===== src/rtl/audio_pair_pkg.sv =====
// Shared types and helpers for the stereo sample pairer.
package audio_pair_pkg;

    localparam int unsigned DATA_W_DEFAULT = 16;

    typedef struct packed {
        logic [DATA_W_DEFAULT-1:0] left;
        logic [DATA_W_DEFAULT-1:0] right;
    } frame_t;

    // Increment that sticks at the all-ones value of a width-bit counter.
    function automatic logic [63:0] sat_inc(input logic [63:0] value, input int unsigned width);
        logic [63:0] max_val;
        max_val = (width >= 64) ? '1 : ((64'd1 << width) - 64'd1);
        return (value >= max_val) ? max_val : value + 64'd1;
    endfunction

endpackage


===== src/rtl/sync_fifo.sv =====
// Show-ahead synchronous FIFO; a write into a full FIFO is accepted when a pop happens on the same edge.
module sync_fifo #(
    parameter int unsigned WIDTH = 32,
    parameter int unsigned DEPTH = 16,
    localparam int unsigned AW = $clog2(DEPTH),
    localparam int unsigned LW = AW + 1
) (
    input  logic             clk,
    input  logic             reset,
    input  logic             wr_valid,
    input  logic [WIDTH-1:0] wr_data,
    output logic             wr_accept,
    output logic [WIDTH-1:0] rd_data,
    output logic             rd_valid,
    input  logic             rd_ready,
    output logic [LW-1:0]    level
);

    logic [WIDTH-1:0] mem [DEPTH];
    logic [AW-1:0]    wr_ptr;
    logic [AW-1:0]    rd_ptr;
    logic [LW-1:0]    count;
    logic             pop;

    always_comb begin
        rd_valid  = (count != '0);
        pop       = rd_valid & rd_ready;
        wr_accept = wr_valid & ((count < LW'(DEPTH)) | pop);
        // Memory is not reset, so the output is forced to zero while empty.
        rd_data   = rd_valid ? mem[rd_ptr] : '0;
        level     = count;
    end

    always_ff @(posedge clk) begin
        if (wr_accept)
            mem[wr_ptr] <= wr_data;
    end

    always_ff @(posedge clk) begin
        if (reset) begin
            wr_ptr <= '0;
            rd_ptr <= '0;
            count  <= '0;
        end else begin
            if (wr_accept)
                wr_ptr <= wr_ptr + AW'(1);
            if (pop)
                rd_ptr <= rd_ptr + AW'(1);
            case ({wr_accept, pop})
                2'b10:   count <= count + LW'(1);
                2'b01:   count <= count - LW'(1);
                default: count <= count;
            endcase
        end
    end

endmodule


===== src/rtl/audio_frame_pairer.sv =====
// Pairs independently arriving left/right codec samples into stereo frames and buffers them;
// never back-pressures the codec, counting dropped frames and overwritten samples instead.
module audio_frame_pairer
    import audio_pair_pkg::*;
#(
    parameter int unsigned DATA_W = DATA_W_DEFAULT,
    parameter int unsigned DEPTH  = 16,
    parameter int unsigned CNT_W  = 16
) (
    input  logic                       clk_clk,
    input  logic                       reset_reset,
    input  logic [DATA_W-1:0]          left_in_data,
    input  logic                       left_in_valid,
    output logic                       left_in_ready,
    input  logic [DATA_W-1:0]          right_in_data,
    input  logic                       right_in_valid,
    output logic                       right_in_ready,
    output logic [2*DATA_W-1:0]        frame_data,
    output logic                       frame_valid,
    input  logic                       frame_ready,
    output logic [$clog2(DEPTH):0]     fifo_level,
    output logic [CNT_W-1:0]           overflow_count,
    output logic [CNT_W-1:0]           skew_count
);

    logic [DATA_W-1:0] l_reg;
    logic [DATA_W-1:0] r_reg;
    logic              l_full;
    logic              r_full;
    logic              in_ready;
    logic              l_acc;
    logic              r_acc;
    logic              pair_fire;
    logic              fifo_accept;
    logic              skew_event;
    logic              overflow_event;

    always_comb begin
        l_acc          = left_in_valid & in_ready;
        r_acc          = right_in_valid & in_ready;
        pair_fire      = l_full & r_full;
        // Both flags set means pair_fire, so at most one channel can skew per cycle.
        skew_event     = ~pair_fire & ((l_acc & l_full) | (r_acc & r_full));
        overflow_event = pair_fire & ~fifo_accept;
    end

    assign left_in_ready  = in_ready;
    assign right_in_ready = in_ready;

    always_ff @(posedge clk_clk) begin
        if (reset_reset)
            in_ready <= 1'b0;
        else
            in_ready <= 1'b1;
    end

    always_ff @(posedge clk_clk) begin
        if (l_acc)
            l_reg <= left_in_data;
        if (r_acc)
            r_reg <= right_in_data;
    end

    // A new accept wins over the pair-fire clear so it starts the next pair.
    always_ff @(posedge clk_clk) begin
        if (reset_reset) begin
            l_full <= 1'b0;
            r_full <= 1'b0;
        end else begin
            if (l_acc)
                l_full <= 1'b1;
            else if (pair_fire)
                l_full <= 1'b0;
            if (r_acc)
                r_full <= 1'b1;
            else if (pair_fire)
                r_full <= 1'b0;
        end
    end

    always_ff @(posedge clk_clk) begin
        if (reset_reset) begin
            overflow_count <= '0;
            skew_count     <= '0;
        end else begin
            if (overflow_event)
                overflow_count <= CNT_W'(sat_inc(64'(overflow_count), CNT_W));
            if (skew_event)
                skew_count <= CNT_W'(sat_inc(64'(skew_count), CNT_W));
        end
    end

    sync_fifo #(
        .WIDTH (2*DATA_W),
        .DEPTH (DEPTH)
    ) u_fifo (
        .clk       (clk_clk),
        .reset     (reset_reset),
        .wr_valid  (pair_fire),
        .wr_data   ({l_reg, r_reg}),
        .wr_accept (fifo_accept),
        .rd_data   (frame_data),
        .rd_valid  (frame_valid),
        .rd_ready  (frame_ready),
        .level     (fifo_level)
    );

endmodule


===== config.mk =====
export PLATFORM = sky130hd
export DESIGN_NAME = audio_frame_pairer
export DESIGN_NICKNAME = d
export VERILOG_FILES = /design/src/rtl/audio_pair_pkg.sv /design/src/rtl/sync_fifo.sv /design/src/rtl/audio_frame_pairer.sv
export SDC_FILE = /design/constraint.sdc
export NUM_CORES = 1
export LEC_CHECK = 0
export CAP_MARGIN = 40
export CORE_AREA = 2 2 249 251
export CTS_BUF_LIST = sky130_fd_sc_hd__clkbuf_4
export DETAILED_ROUTE_END_ITERATION = 8
export DIE_AREA = 0 0 251 253
export SLEW_MARGIN = 10
export SYNTH_ARGS = -nofsm -noshare
export SYNTH_HDL_FRONTEND = slang
export SYNTH_HIERARCHICAL = 1
export SYNTH_SLANG_ARGS = --single-unit
export TNS_END_PERCENT = 30

===== constraint.sdc =====
create_clock -name clk_clk -period 5.7 [get_ports clk_clk]
set_input_delay 1.14 -clock clk_clk [delete_from_list [all_inputs] [get_ports clk_clk]]
set_output_delay 1.14 -clock clk_clk [all_outputs]
set_load 0.03 [all_outputs]

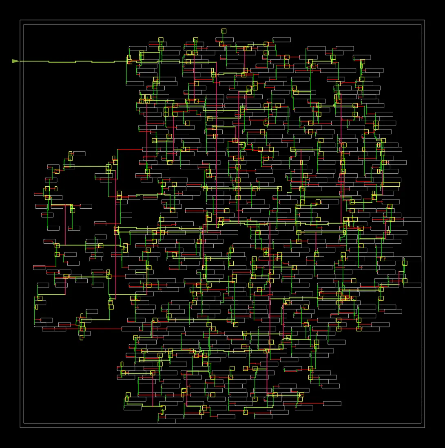
*Clock routing, run 1*
clock sinks: 596
Clk. pwr: 0.00368 W
Latency at later pin: 0.95 ns

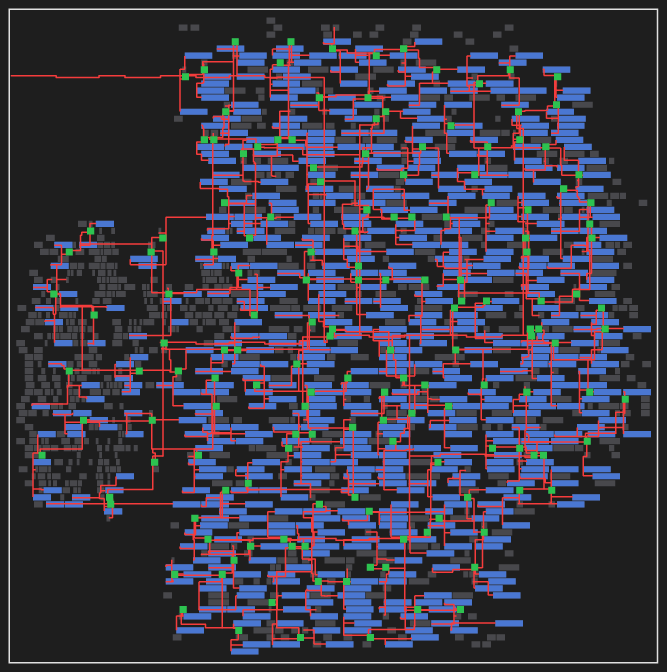
*Routed clock nets over the placement, run 1*
[blue] flip-flops | count: 596
[red] clock wires | length: 8030 um
[green] clock drivers | count: 159
routed clock nets: 160
clock share of power: 41.2%
clk_skew: 0.0532 ns

==> results.yml, run 1 <==
# generated from flow reports
die:
  fp-row-count: 91
  core_sq_um: 61000
  floorplan.core_util_pct: 37.6
  die_x_um: 251
  chipHeight_um: 253
  tapCellCount: 790
drt:
  wl_per_cell_um: 22.7
  num_vias: 12000
  drtPass1Iterations: 5
  routed_wl_um: 52100
  drc: 0
  drt_iter0_drc: 794
  route.antenna.remaining_nets: 0
  viasPerCell: 5.24
layout:
  layout.nets: 1426
  largest_register: "u_fifo/mem"
  final_common_cell: "edfxtp_1"
  seq_area_sq_um: 17400
  buf_share_pct: 5.46
  final-clk-cell-share_pct: 7.36
  nFillCells: 5327
  comb-cell-share_pct: 19.7
  layout_top_cells: "544 x edfxtp_1, 238 x clkbuf_4, 128 x mux4_2"
  largest_cell_class: "flip-flops and latches"
  final_util_pct: 44.7
  drive_gt1_share_pct: 30.5
  flops: 596
  num_antenna_cells: 4
worst_hold_path:
  min_to: "u_fifo/wr_ptr[1]$_SDFFE_PP0P_"
  min_path_type: "reg -> reg"
  min_from: "u_fifo/wr_ptr[1]$_SDFFE_PP0P_"
setup_path:
  startpoint_type: "flop"
  reg2reg_from: "l_full$_SDFFE_PP0P_"
  crit_fanout: 35
  worstRegToRegCells: 10
  crit_cells: 6
  cp-end-kind: "output port"
  cp.required_ns: 4.56
  r2r-end: "u_fifo/level[4]$_SDFFE_PP0P_"
  crit_end: "frame_data[1]"
  crit_chain: "buf_16 > buf_4 > mux4_2 > mux2i_1 > o22ai_1 > clkdlybuf4s50_1"
  worstSetupPathType: "reg -> out"
yosys:
  synthTopCellsByArea: "edfxtp_1 71%, mux4_2 13%, dfxtp_1 4.5%"
  synth-edff-count: 544
  async_flop_share_pct: 0
  yosysChipArea_sq_um: 22900
  flop_cell: "edfxtp_1"
  top_area_share_pct: 71.2
  synth_cell_types: 57
  yosysWarningCount: 6
clock_tree:
  cts_tree: "done"
  numCtsBuffers: 159
  cts.repair.resized: 0
grt:
  grt_max_degree: 51
  track_usage_pct: 16.8
  grt_overflow: 0
  grt_pass1_wl_um: 78000
sta:
  period_used_pct: 82.2
  period_needed_ns: 4.68
  worst_slew_pin_slew_ns: 0.820
  hold_viol: 0
  rsz0062_at_grt: "no"
  setup_viol: 0
power_and_ir_drop:
  cellLeakagePower_nw: 8.51
  vdd_ir_drop_max_uv: 175
place:
  place_congestion: 0.763
  hpwl_um: 27900
  place_ws_ns: 1.50
  placed_area_sq_um: 25300
job:
  warnings: 29
  cap_violations: 0
outcome:
  status: "finished, final reports clean"
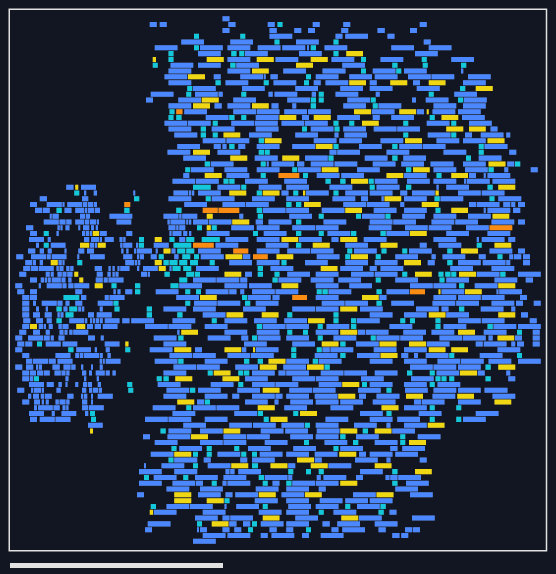
*Cells by drive strength, run 1*
Scale bar: 100 um.
[cyan] _3 and _4 cells | cells: 293
[yellow] _2 cells | cells: 153
[blue] _0 and _1 cells | cells: 1039
[orange] _6 and larger | cells: 11
bufs w/o clock: 146
design area: 27300 sq um
setup ws final: 1.02 ns
area delta synth->final: 18.9%

-- run 1: metal layers --
metal / vias up / track usage, % / routed length [um]
met1: 6266 / 21.6 / 22400
li1: 5285 / - / -
met4: 2 / 6.41 / 975
met2: 365 / 27.1 / 25500
met5: - / 0 / 13
met3: 77 / 4.81 / 3160
-- run 1: power breakdown --
group | switching, W | internal, W
Sequential | 0.0000446 | 0.00477
Clock | 0.00173 | 0.00196
Combinational | 0.000222 | 0.000210
-- run 1: cells by family after synthesis --
kind of cell | share of synthesized area (%)
mux | 15.5
xor+xnor | 0.878
flops | 75.8
buf+inv | 1.36
fa+ha+maj | 0.545
compound gates | 2.43
simple gates | 3.53
### I/O pins on the die edge, run 1

Pins as bars across the die edge, other pins in grey.
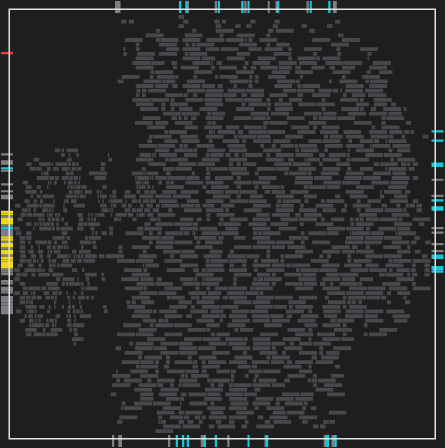

==> run 1 -> run 2 <==
clock period = 3.77 ns   (was 5.7 ns; I/O delays follow)
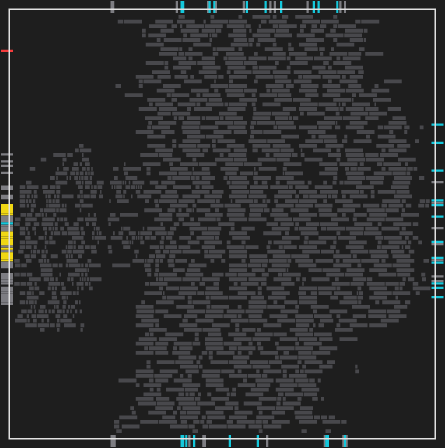
*I/O pins on the die edge, run 2*
Pins as bars across the die edge, other pins in grey.
[yellow] skew_count | pins: 16 | direction: output | edge: left
[red] clk_clk | pins: 1 | direction: input | edge: left
[cyan] frame_data | pins: 32 | direction: output | edge: 12 right, 10 top, 9 bottom, 1 left

==> results.yml, run 2 <==
# generated from flow reports
outcome:
  status: "finished, final reports clean"
die:
  die_x_um: 251
  fp-row-count: 91
  floorplan.core_util_pct: 37.6
  chipHeight_um: 253
  core_sq_um: 61000
  tapCellCount: 790
drt:
  route.met2.wl_um: 25100
  route.antenna.remaining_nets: 0
  routed_wl_um: 51700
  viasPerCell: 5.26
  wl_per_cell_um: 22.6
  drc: 0
  drtPass1Iterations: 4
  top_layer: "met5"
  met1Wirelength_um: 22300
  drt_iter0_drc: 932
  met3_length_um: 3370
yosys:
  synth-edff-count: 544
  synth_cell_types: 57
  yosysChipArea_sq_um: 22900
  yosysWarningCount: 6
  top_area_share_pct: 71.2
grt:
  track_usage_pct: 16.7
  met1_usage_pct: 21.7
  grtUsageMet3_pct: 5.14
  grt_max_degree: 36
  grt_overflow: 0
  busiest_layer: "met2"
  grt_use_met2_pct: 26.5
setup_path:
  worstSetupPathType: "reg -> out"
  crit_cells: 6
  cp-end-kind: "output port"
  r2r-end: "u_fifo/level[4]$_SDFFE_PP0P_"
  startpoint_type: "flop"
  reg2reg_from: "r_full$_SDFFE_PP0P_"
  worstRegToRegCells: 10
  crit_chain: "buf_12 > buf_16 > mux4_2 > mux2i_1 > o22ai_1 > clkdlybuf4s15_2"
  crit_fanout: 18
  cp.required_ns: 3.02
clock_tree:
  cts_tree: "done"
  cts.sinks: 596
  cts_buffer_depth: 3
  root_buffer: "clkbuf_4"
  insertion_delay_ns: 0.92
  cts.repair.resized: 74
  numCtsBuffers: 154
worst_hold_path:
  min_from: "left_in_data[3]"
  min_to: "l_reg[3]$_DFFE_PP_"
  min_path_type: "in -> reg"
layout:
  drive_gt1_share_pct: 33.7
  num_antenna_cells: 1
  layout_top_cells: "544 x edfxtp_1, 218 x clkbuf_4, 128 x mux4_2"
  final-clk-cell-share_pct: 6.88
  largest_register: "u_fifo/mem"
  postLayoutCellArea_sq_um: 27700
  largest_cell_class: "flip-flops and latches"
  syn_to_final_growth_pct: 20.6
  nFillCells: 5302
  final_common_cell: "edfxtp_1"
  flops: 596
  final_util_pct: 45.3
  buf_share_pct: 6.87
place:
  hpwl_um: 27100
  place_congestion: 0.785
  place_ws_ns: 0.189
  placed_area_sq_um: 25400
power_and_ir_drop:
  cellLeakagePower_nw: 8.69
  vdd_ir_drop_max_uv: 275
sta:
  rsz0062_at_grt: "yes"
  period_needed_ns: 3.65
  hold_viol: 0
  setup_viol: 0
  layout_setup_ws_ns: 0.117
  final.setup_skew_ns: 0.0506
job:
  cap_violations: 0
  warnings: 32
-- run 2: cell counts after synthesis --
Identical to the previous run, type by type.
-- run 2: report_power, final --
group	internal (W)	switching (W)
logic	0.000355	0.000359
clock network	0.00286	0.00251
registers	0.00721	0.0000682
total	0.0104	0.00294
-- run 2: kinds of logic (layout without fill, tap and decap cells) --
| logic type | Yosys count | count (layout) | share of synthesized area, % |
|---|---|---|---|
| AOI/OAI and AO/OA | 88 | 88 | 2.43 |
| xor gates and xnor gates | 23 | 23 | 0.878 |
| adders and majority gates | 10 | 10 | 0.545 |
| buffers and inverters | 62 | 440 | 1.36 |
| DFF | 596 | 596 | 75.8 |
| muxes | 195 | 195 | 15.5 |
| other | 0 | 1 | 0 |
| and+or+nand+nor | 151 | 151 | 3.53 |
Power figures rest on the tool's default switching activity, not on a simulated workload.
